**src/rtl/divider_iter_if.sv**
```systemverilog
// Request/response bundle between the execute stage and the iterative divider.
// The requester drives operands and out_ready; the divider returns the HI/LO result.
interface divider_iter_if #(
  parameter int unsigned WIDTH = 32
) ();
  logic             in_valid;
  logic             in_ready;
  logic             sign;
  logic [WIDTH-1:0] srca;
  logic [WIDTH-1:0] srcb;
  logic             out_valid;
  logic             out_ready;
  logic [WIDTH-1:0] hi;
  logic [WIDTH-1:0] lo;
  logic             div_by_zero;

  modport master (
    output in_valid, sign, srca, srcb, out_ready,
    input  in_ready, out_valid, hi, lo, div_by_zero
  );

  modport slave (
    input  in_valid, sign, srca, srcb, out_ready,
    output in_ready, out_valid, hi, lo, div_by_zero
  );
endinterface

```
**src/rtl/divider_iter.sv**
```systemverilog
// Iterative restoring divider, RADIX_BITS quotient bits per cycle, signed/unsigned.
// Remainder is returned on hi, quotient on lo; divide-by-zero takes a short path from PREP.
module divider_iter #(
  parameter int unsigned WIDTH      = 32,
  parameter int unsigned RADIX_BITS = 1
) (
  input  logic          clk,
  input  logic          rst,
  input  logic          flush,
  output logic          busy,
  divider_iter_if.slave bus
);
  localparam int unsigned N    = WIDTH / RADIX_BITS;
  localparam int unsigned CntW = $clog2(N + 1);

  typedef enum logic [2:0] {StIdle, StPrep, StCalc, StFix, StDone} state_e;

  state_e           state_q, state_d;
  logic [CntW-1:0]  cnt_q, cnt_d;
  logic             sign_q, sign_d;
  logic             qneg_q, qneg_d;
  logic             rneg_q, rneg_d;
  logic [WIDTH-1:0] quo_q, quo_d;
  logic [WIDTH-1:0] dvs_q, dvs_d;
  logic [WIDTH-1:0] rem_q, rem_d;
  logic [WIDTH-1:0] hi_q, hi_d;
  logic [WIDTH-1:0] lo_q, lo_d;
  logic             dbz_q, dbz_d;

  logic             in_ready;
  logic             a_neg, b_neg;
  logic [WIDTH:0]   rem_c;
  logic [WIDTH-1:0] quo_c;

  // quo_q holds the raw dividend until PREP, then the shifting dividend/quotient.
  assign a_neg = sign_q & quo_q[WIDTH-1];
  assign b_neg = sign_q & dvs_q[WIDTH-1];

  // RADIX_BITS chained restoring steps; rem_c is one bit wider to hold 2*rem before compare.
  always_comb begin
    rem_c = {1'b0, rem_q};
    quo_c = quo_q;
    for (int i = 0; i < int'(RADIX_BITS); i++) begin
      rem_c = {rem_c[WIDTH-1:0], quo_c[WIDTH-1]};
      quo_c = {quo_c[WIDTH-2:0], 1'b0};
      if (rem_c >= {1'b0, dvs_q}) begin
        rem_c    = rem_c - {1'b0, dvs_q};
        quo_c[0] = 1'b1;
      end
    end
  end

  always_comb begin
    state_d = state_q;
    cnt_d   = cnt_q;
    sign_d  = sign_q;
    qneg_d  = qneg_q;
    rneg_d  = rneg_q;
    quo_d   = quo_q;
    dvs_d   = dvs_q;
    rem_d   = rem_q;
    hi_d    = hi_q;
    lo_d    = lo_q;
    dbz_d   = dbz_q;

    unique case (state_q)
      StIdle: begin
        if (bus.in_valid && in_ready) begin
          sign_d  = bus.sign;
          quo_d   = bus.srca;
          dvs_d   = bus.srcb;
          state_d = StPrep;
        end
      end
      StPrep: begin
        qneg_d = a_neg ^ b_neg;
        rneg_d = a_neg;
        if (dvs_q == '0) begin
          lo_d    = '1;
          hi_d    = quo_q;
          dbz_d   = 1'b1;
          state_d = StDone;
        end else begin
          quo_d   = a_neg ? -quo_q : quo_q;
          dvs_d   = b_neg ? -dvs_q : dvs_q;
          rem_d   = '0;
          cnt_d   = CntW'(N);
          state_d = StCalc;
        end
      end
      StCalc: begin
        quo_d = quo_c;
        rem_d = rem_c[WIDTH-1:0];
        cnt_d = cnt_q - 1'b1;
        if (cnt_q == CntW'(1)) begin
          state_d = StFix;
        end
      end
      StFix: begin
        lo_d    = qneg_q ? -quo_q : quo_q;
        hi_d    = rneg_q ? -rem_q : rem_q;
        dbz_d   = 1'b0;
        state_d = StDone;
      end
      StDone: begin
        if (bus.out_ready) begin
          state_d = StIdle;
        end
      end
      default: state_d = StIdle;
    endcase

    // Cancel drops any in-flight or pending result; hi/lo keep their last values.
    if (flush) begin
      state_d = StIdle;
      dbz_d   = 1'b0;
    end
  end

  always_ff @(posedge clk or negedge rst) begin
    if (!rst) begin
      state_q <= StIdle;
      cnt_q   <= '0;
      sign_q  <= 1'b0;
      qneg_q  <= 1'b0;
      rneg_q  <= 1'b0;
      quo_q   <= '0;
      dvs_q   <= '0;
      rem_q   <= '0;
      hi_q    <= '0;
      lo_q    <= '0;
      dbz_q   <= 1'b0;
    end else begin
      state_q <= state_d;
      cnt_q   <= cnt_d;
      sign_q  <= sign_d;
      qneg_q  <= qneg_d;
      rneg_q  <= rneg_d;
      quo_q   <= quo_d;
      dvs_q   <= dvs_d;
      rem_q   <= rem_d;
      hi_q    <= hi_d;
      lo_q    <= lo_d;
      dbz_q   <= dbz_d;
    end
  end

  assign in_ready        = (state_q == StIdle) && !flush;
  assign bus.in_ready    = in_ready;
  assign bus.out_valid   = (state_q == StDone);
  assign bus.hi          = hi_q;
  assign bus.lo          = lo_q;
  assign bus.div_by_zero = dbz_q;
  assign busy            = (state_q != StIdle);
endmodule
```
**src/flat_wrapper.sv**
```systemverilog
// flat-port wrapper written by rule: the top's interface ports become plain ports
module divider_iter_flat 
#(
  parameter int unsigned WIDTH      = 32,
  parameter int unsigned RADIX_BITS = 1
)
  (clk, rst, flush, busy, bus_in_valid, bus_sign, bus_srca, bus_srcb, bus_out_ready, bus_in_ready, bus_out_valid, bus_hi, bus_lo, bus_div_by_zero);
  divider_iter_if #(.WIDTH(WIDTH)) bus_i ();
  input  logic clk;
  input  logic rst;
  input  logic flush;
  output logic busy;
  input wire logic [$bits(bus_i.in_valid)-1:0] bus_in_valid;
  input wire logic [$bits(bus_i.sign)-1:0] bus_sign;
  input wire logic [$bits(bus_i.srca)-1:0] bus_srca;
  input wire logic [$bits(bus_i.srcb)-1:0] bus_srcb;
  input wire logic [$bits(bus_i.out_ready)-1:0] bus_out_ready;
  output wire logic [$bits(bus_i.in_ready)-1:0] bus_in_ready;
  output wire logic [$bits(bus_i.out_valid)-1:0] bus_out_valid;
  output wire logic [$bits(bus_i.hi)-1:0] bus_hi;
  output wire logic [$bits(bus_i.lo)-1:0] bus_lo;
  output wire logic [$bits(bus_i.div_by_zero)-1:0] bus_div_by_zero;
  assign bus_i.in_valid = bus_in_valid;
  assign bus_i.sign = bus_sign;
  assign bus_i.srca = bus_srca;
  assign bus_i.srcb = bus_srcb;
  assign bus_i.out_ready = bus_out_ready;
  assign bus_in_ready = bus_i.in_ready;
  assign bus_out_valid = bus_i.out_valid;
  assign bus_hi = bus_i.hi;
  assign bus_lo = bus_i.lo;
  assign bus_div_by_zero = bus_i.div_by_zero;
  divider_iter #(.WIDTH(WIDTH), .RADIX_BITS(RADIX_BITS)) u_core (.clk(clk), .rst(rst), .flush(flush), .busy(busy), .bus(bus_i));
endmodule
```
**config.mk**
```make
export PLATFORM = sky130hd
export DESIGN_NAME = divider_iter_flat
export DESIGN_NICKNAME = d
export VERILOG_FILES = /design/src/rtl/divider_iter_if.sv /design/src/rtl/divider_iter.sv /design/src/flat_wrapper.sv
export SDC_FILE = /design/constraint.sdc
export NUM_CORES = 1
export LEC_CHECK = 0
export CAP_MARGIN = 40
export CORE_ASPECT_RATIO = 2
export CORE_MARGIN = 2
export CORE_UTILIZATION = 55
export CTS_BUF_LIST = sky130_fd_sc_hd__clkbuf_8
export DETAILED_ROUTE_END_ITERATION = 12
export GPL_TIMING_DRIVEN = 0
export PLACE_DENSITY = 0.79
export SLEW_MARGIN = 30
export SYNTH_ARGS = -nofsm -noshare
export SYNTH_HDL_FRONTEND = slang
export SYNTH_SLANG_ARGS = --single-unit
```
**constraint.sdc**
```tcl
create_clock -name clk -period 3.7 [get_ports clk]
set_input_delay 0.555 -clock clk [delete_from_list [all_inputs] [get_ports clk]]
set_output_delay 0.555 -clock clk [all_outputs]
set_load 0.01 [all_outputs]
```
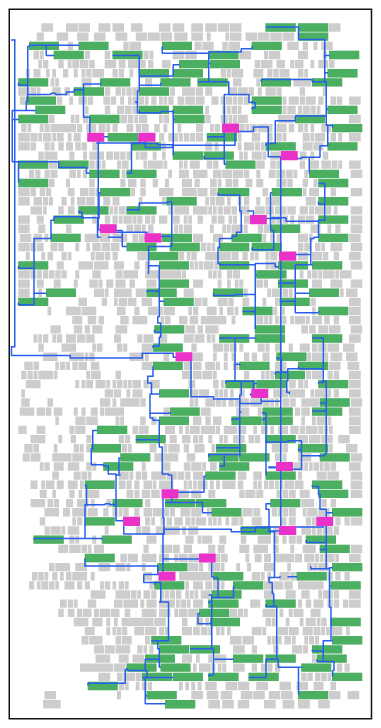
*Clock wires, drivers and flops, run 1*
[clock wires] blue | length: 2270 um
[clock-net drivers] magenta | count: 17
[flip-flops] green | count: 173
flops lie: all over the die
routed clock nets: 18

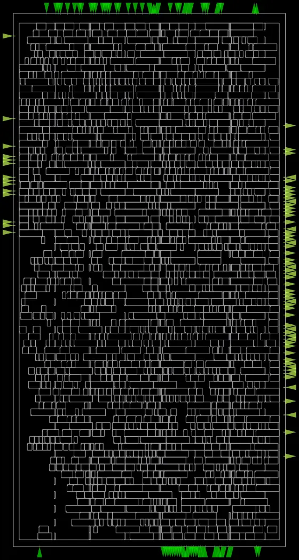
*Placement view, run 1*
Post-Route Utilization: 66.7%
tapcell count: 269

==> changes_impl.md, run 1 <==
### Implementation results

* Outcome: complete, but fails checks
* Violated checks: negative setup slack
* Biggest cell delay along the critical path at 1020 ps
* Worst supply voltage drop on vdd at 0.354 mV
* Final Hold Violating Endpoints at 0
* Share of Yosys cell area claimed by the top area cell type at 36.9%
* Summed standard-cell area reported by yosys at 11700 um2
* Post-synthesis simple-gate area fraction at 21.1%
* Largest net degree at the start of global routing at 77
* Power in sequential cells at 3.20 mW
* Met1 layer wirelength in the final routing at 13800 um
* Filler Cell Count at 1768
* Fraction of final layout cells with drive strength greater than 1 at 6.69%
* Die x size at 107 um
* Number of vias after detailed routing at 12.0k
* Mux share of post-synthesis cell area at 1.81%
* Tightest Hold Check Type: input port to async pin
* Antenna-violating nets left at 0
* Leakage component of the power at 6.02 nW
* Wire length of the first global-routing pass at 65500 um
* CTS H-tree lvls at 4
* Final weighted congestion in routability-driven placement at 0.996
* Arrival time of data at the critical path endpoint at 4230 ps
* Main area contributors: sky130_fd_sc_hd__dfrtp_1, sky130_fd_sc_hd__nand2_1, sky130_fd_sc_hd__o21ai_0
* Setup slack, reg-to-reg at -150 ps
* Max transition margin at 22.9%
* Count of input and output buffers at 137
* Startpoint of the most critical register-to-register path: u_core.quo_q[15]$_DFFE_PN0P_
* Setup slack at placement at -737 ps
* Number of nets in the layout at 1695
* CP Launch Point: u_core.quo_q[15]$_DFFE_PN0P_
* Highest-power group: combinational logic
* Setup crit end: u_core.quo_q[30]$_DFFE_PN0P_
* Fraction of the mapped netlist area in adder cells at 4.12%
* Clock tree from TritonCTS: done
* Number of optimization iterations in the first detailed-route pass at 5
* Total number of placement rows at 75
* Antenna Cells at 0
* Cell internal pwr at 5.12 mW
* Layout Area Growth over Synthesis at 19.0%
* Critical Path Fanout Max at 8
* Post-Synthesis Cells at 1427
* Kind of cell with the highest combined delay on the critical path: simple AND/OR/NAND/NOR gates
* Share of synthesized cell area in and-or and or-and compound cells at 22.8%
* Setup clock skew after layout at 19.8 ps
* Share of power burned in the clock network at 14.8%
* Area post-placement at 13500 um2
* Sequential group share of total power at 35.2%
* Finished layout cell area at 14000 um2
* Number of cell instances after yosys synthesis at 1427
* Number of slew-limit violations in the final report at 0
* Non-filler instance count after layout at 1869
* Number of unique standard cell types used by synthesis at 74
* Syn_area_per_cell at 8.22 um2
* Combinational cell area excluding buffers and inverters at 6820 um2
* Largest family of logic cells by area: AND-OR/OR-AND gates
* # resized after CTS at 6
* RSZ-0062 raised after global routing: false
* Pre-placement core utilization at 56.1%
* Number of hold buffers added after cts at 1
* Most utilized layer in the global route result: met2
* Post-DP HPWL at 33500 um
* Post-synth tally of flip-flops with integrated enable at 0
* Met1 routing resource usage after global routing at 37.0%
* P_clk at 1.35 mW
* Drc violations at 0
* Number of placed cells counting well taps at 1836
* Combined flip-flop and latch cell area at 4330 um2
* IO Count at 138
* Global router's overall resource usage at 38.6%
* Core Region at 20900 um2
* Post-CTS repair timing setup buffer count at 1
* Post-synth top area cell: sky130_fd_sc_hd__dfrtp_1
* Net load switching power at 3.99 mW
* Remaining global-route overflow at 0
* Top cell excl fill/tap: sky130_fd_sc_hd__nand2_1
* Cells on worst reg2reg path at 8
* Netlist Area Pre-Place at 11700 um2
* Average routed wire per standard cell at 23.0 um
* Synth Register Bits at 173
* Count of warnings emitted by yosys at 0
* Met2 track demand over resource at 66.8%
* Synth Seq Share at 36.9%
* Actual slew at the worst max-slew pin at 1150 ps
* Final total power at 9.10 mW
* Warning total across the stage logs at 27
* DIE HEIGHT at 211 um
* Clock transition at path regs at 90 ps
* Final setup vio count at 2
* Number of antenna violations at the first check in global routing at 0
* Clk Tree Root Cell: sky130_fd_sc_hd__clkbuf_8
* Metal3 WL at 2350 um
* Clock insertion delay at the later pin of the skew report at 500 ps
* Buffer-and-inverter tally for the worst setup path at 1
* Sw Ratio at 43.8%
* Highest achievable clock rate at 260 MHz
* Crit path depth at 8
* Total clock buffers created by CTS at 17
* Sink count of the clock tree at 173
* End of the worst register-to-register path: u_core.quo_q[30]$_DFFE_PN0P_
* Kind of end point of the critical path: register
* CP max-delay cell: sky130_fd_sc_hd__nor4_1
* Required time worst endpoint at 4070 ps
* Number of buffers on the longest clock path at 2
* Syn Nets at 1535
* Most frequent CP cell: sky130_fd_sc_hd__or3_1
* Final Routed Wirelength at 43000 um
* Die area at 22600 um2
* Share of the synthesized netlist area taken by xor and xnor gates at 7.99%
* Uppermost layer routed: met4
* Worst hold slack after final layout at 494 ps
* Time the worst path needs with I/O delays and setup at 3850 ps
* Met3 layer usage reported by global route at 6.59%
* Cell-by-cell trace of the critical path: clkbuf_1 > nor4_1 > nand4_1 > or3_1 > or3_1 > nor3b_1 > a221oi_1 > o21ai_0
* Per-cell via count in the routed design at 6.40
* Share of power burned in combinational logic at 50.0%
* Power density over the cells at 652 nW/um2
* Violation tally from detailed-route iteration zero at 822
* Met2 Routed Length at 21700 um
* Post-route setup slack at -153 ps
* Max-cap violations at 0
* Dominant register cell in the synthesized netlist: sky130_fd_sc_hd__dfrtp_1
* Crit Path Class: register to register
* Final sum of negative setup slack at -165 ps
* Critical path launch point type: register
* Portion of the clock cycle consumed by the worst path in the final layout at 104%
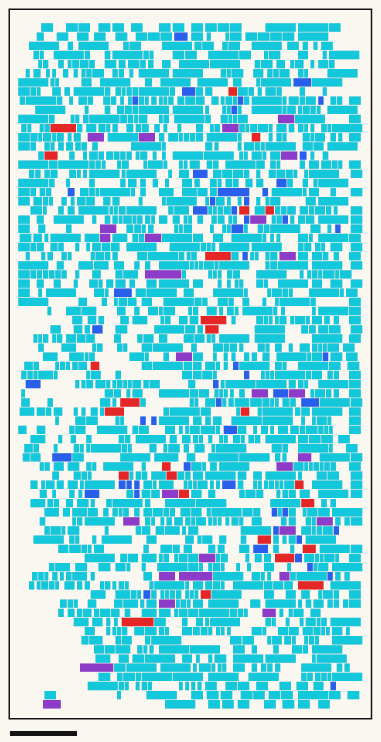
*Cell sizes after repair, run 1*
Scale bar: 20 um.
[x3 and x4] red | cells: 25 | share: 1.6% | most used: buf_4
[x1 and smaller] cyan | cells: 1493 | share: 93% | most used: nand2_1
[x6 and larger] purple | cells: 28 | share: 1.8% | most used: clkbuf_8
[x2] blue | cells: 54 | share: 3.4% | most used: buf_2

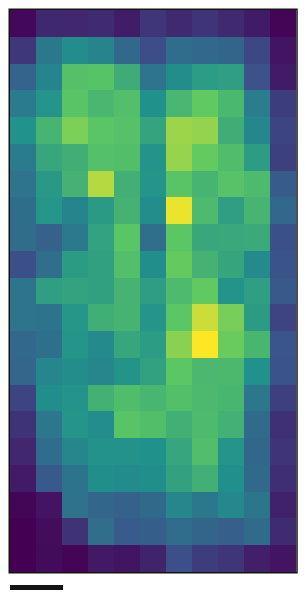
*Routed metal per tile, run 1*
Scale bar: 20 um. The die is cut into 11 by 21 equal tiles; dark purple is low, yellow is high, scaled to the fullest tile. Values are wire area over tile area, all layers added.
nearly empty tiles: 2.2%
mean over tiles: 0.33
densest ninth of the die: middle
emptiest ninth of the die: bottom left

==> run 1: layout make-up <==
type / count / area share [%]
plain buffers: 103 / 3.23
clock buffers: 20 / 1.97
clock inverters: 12 / 0.806
inverters: 47 / 1.26
multi-input cells: 1103 / 48.9
flip-flops and latches: 173 / 31.0
well taps: 269 / 2.41
repair buffers: 142 / 10.4
==> run 1: cell usage after synthesis (all sizes together) (36+ instances only) <==
| master | n |
|---|---|
| nand2 | 178 |
| dfrtp | 173 |
| nor2 | 128 |
| o21ai | 119 |
| a21oi | 112 |
| clkbuf | 68 |
| nor3 | 63 |
| xor2 | 55 |
| xnor2 | 52 |
| inv | 47 |
| ha | 37 |
| buf | 36 |
==> run 2: changes to the inputs <==
--- a/config.mk
+++ b/config.mk
@@ -13,6 +13,7 @@
 export DETAILED_ROUTE_END_ITERATION = 12
 export GPL_TIMING_DRIVEN = 0
 export PLACE_DENSITY = 0.79
+export SKIP_LAST_GASP = 1
 export SLEW_MARGIN = 30
 export SYNTH_ARGS = -nofsm -noshare
 export SYNTH_HDL_FRONTEND = slang
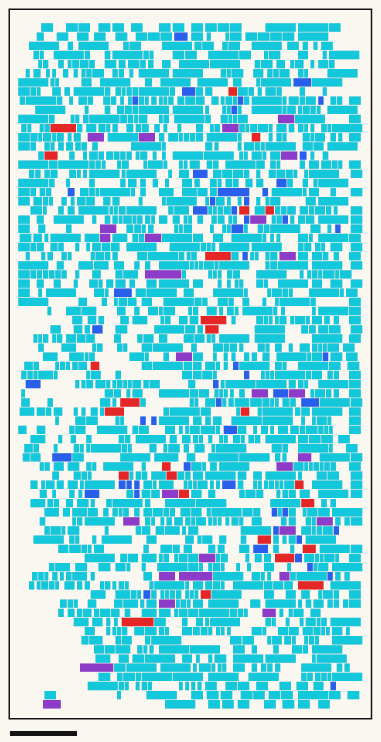
*Cell sizes after repair, run 2*
Scale bar: 20 um.
[x2] blue | cells: 54 | share: 3.4% | most used: buf_2
[x6 and larger] purple | cells: 28 | share: 1.8% | most used: clkbuf_8
[x1 and smaller] cyan | cells: 1493 | share: 93% | most used: nand2_1
[x3 and x4] red | cells: 25 | share: 1.6% | most used: buf_4

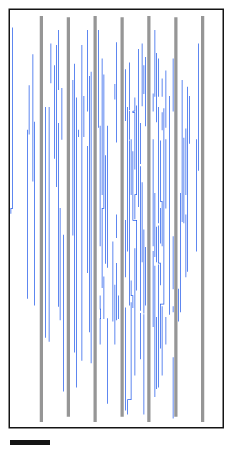
*Metal 4, run 2*
Scale bar: 20 um. Supply wires on this layer in gray.
share of all routed wire: 12%
longest straight run: 159 um
main direction: vertical
wire length on this layer: 5200 um

==> changes_impl.md, run 2 <==
### Implementation results

* Count of warnings emitted by yosys at 0
* Required time worst endpoint at 4070 ps
* Number of buffers on the longest clock path at 2
* Outcome: complete, but fails checks
* Worst hold slack after final layout at 494 ps
* RSZ-0062 raised after global routing: false
* Yosys top cell by instances: sky130_fd_sc_hd__nand2_1
* Arrival time of data at the critical path endpoint at 4230 ps
* Startpoint of the most critical register-to-register path: u_core.quo_q[15]$_DFFE_PN0P_
* Leakage component of the power at 6.02 nW
* IO Count at 138
* Syn_area_per_cell at 8.22 um2
* Largest net degree at the start of global routing at 77
* Final Routed Wirelength at 43000 um
* Met1 routing resource usage after global routing at 37.0%
* Number of cell instances after yosys synthesis at 1427
* Core Region at 20900 um2
* Synth Register Bits at 173
* Met2 Routed Length at 21700 um
* Pre-placement core utilization at 56.1%
* Number of unique standard cell types used by synthesis at 74
* Post-Synthesis Cells at 1427
* Layout Area Growth over Synthesis at 19.0%
* Setup slack, reg-to-reg at -150 ps
* Violation tally from detailed-route iteration zero at 822
* Largest family of logic cells by area: AND-OR/OR-AND gates
* Finished layout cell area at 14000 um2
* Final total power at 9.10 mW
* Total number of placement rows at 75
* Syn Nets at 1535
* Share of the synthesized netlist area taken by xor and xnor gates at 7.99%
* Kind of cell with the highest combined delay on the critical path: simple AND/OR/NAND/NOR gates
* Fraction of the mapped netlist area in adder cells at 4.12%
* Antenna-violating nets left at 0
* Share of Yosys cell area claimed by the top area cell type at 36.9%
* Portion of the clock cycle consumed by the worst path in the final layout at 104%
* Setup slack at placement at -737 ps
* Most frequent CP cell: sky130_fd_sc_hd__or3_1
* Remaining global-route overflow at 0
* Setup crit end: u_core.quo_q[30]$_DFFE_PN0P_
* Crit path depth at 8
* Warning total across the stage logs at 27
* Met1 layer wirelength in the final routing at 13800 um
* Biggest cell delay along the critical path at 1020 ps
* Max-cap violations at 0
* Clock tree from TritonCTS: done
* DIE HEIGHT at 211 um
* Clock insertion delay at the later pin of the skew report at 500 ps
* Antenna Cells at 0
* Netlist Area Pre-Place at 11700 um2
* Final weighted congestion in routability-driven placement at 0.996
* Highest achievable clock rate at 260 MHz
* Buffer-and-inverter tally for the worst setup path at 1
* Violated checks: negative setup slack
* Non-filler instance count after layout at 1869
* Post-synthesis simple-gate area fraction at 21.1%
* Met2 track demand over resource at 66.8%
* Critical Path Fanout Max at 8
* Post-DP HPWL at 33500 um
* Global router's overall resource usage at 38.6%
* Number of placed cells counting well taps at 1836
* Time the worst path needs with I/O delays and setup at 3850 ps
* Die area at 22600 um2
* Final sum of negative setup slack at -165 ps
* Number of optimization iterations in the first detailed-route pass at 5
* Clk Tree Root Cell: sky130_fd_sc_hd__clkbuf_8
* Die x size at 107 um
* Power density over the cells at 652 nW/um2
* Crit Path Class: register to register
* CTS H-tree lvls at 4
* Met3 layer usage reported by global route at 6.59%
* Total clock buffers created by CTS at 17
* Most used standard cells in the synthesized netlist: sky130_fd_sc_hd__nand2_1, sky130_fd_sc_hd__dfrtp_1, sky130_fd_sc_hd__nor2_1
* Summed standard-cell area reported by yosys at 11700 um2
* Synth Seq Share at 36.9%
* Fraction of final layout cells with drive strength greater than 1 at 6.69%
* CP Launch Point: u_core.quo_q[15]$_DFFE_PN0P_
* Drc violations at 0
* Critical path launch point type: register
* Dominant register cell in the synthesized netlist: sky130_fd_sc_hd__dfrtp_1
* Post-synth top area cell: sky130_fd_sc_hd__dfrtp_1
* Post-route setup slack at -153 ps
* Cell-by-cell trace of the critical path: clkbuf_1 > nor4_1 > nand4_1 > or3_1 > or3_1 > nor3b_1 > a221oi_1 > o21ai_0
* Area post-placement at 13500 um2
* Top cell excl fill/tap: sky130_fd_sc_hd__nand2_1
* Metal3 WL at 2350 um
* Number of nets in the layout at 1695
* Most utilized layer in the global route result: met2
* Share of synthesized cell area in and-or and or-and compound cells at 22.8%
* Final setup vio count at 2
* Post-Route Utilization at 66.7%
* Kind of end point of the critical path: register
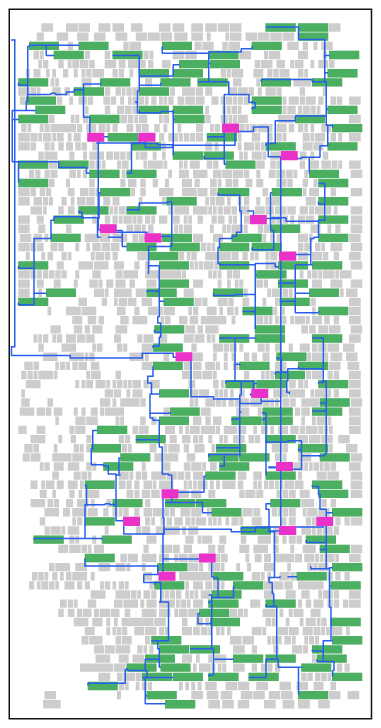
*Clock wires, drivers and flops, run 2*
[clock-net drivers] magenta | count: 17
[flip-flops] green | count: 173
[clock wires] blue | length: 2270 um
flops lie: all over the die

-- run 2: cell counts after synthesis --
Identical to the previous run, type by type.
-- run 2: layout make-up --
cell class | instances | area, um2
sequential | 173 | 4330
fill | 1768 | 6960
inverter | 47 | 176
clock inverter | 12 | 113
buffer | 103 | 450
tap | 269 | 337
clock buffer | 20 | 275
timing repair buffer | 142 | 1460
multi-input combinational | 1103 | 6820
-- run 2: report_power, final --
group	total [mW]	internal, mW	switching, mW
Clock	1.35	0.590	0.761
Combinational	4.55	1.95	2.60
Sequential	3.20	2.58	0.624
Total	9.10	5.12	3.99
-- run 2: what timing repair did --
action	CTS	global route
gates resized	6	5
hold buffers	1	0
pin swaps	1	0
hold endpoints to repair	27	0
setup endpoints to repair	8	20
buffers inserted	1	0
Power is estimated from default activity; no workload was simulated.
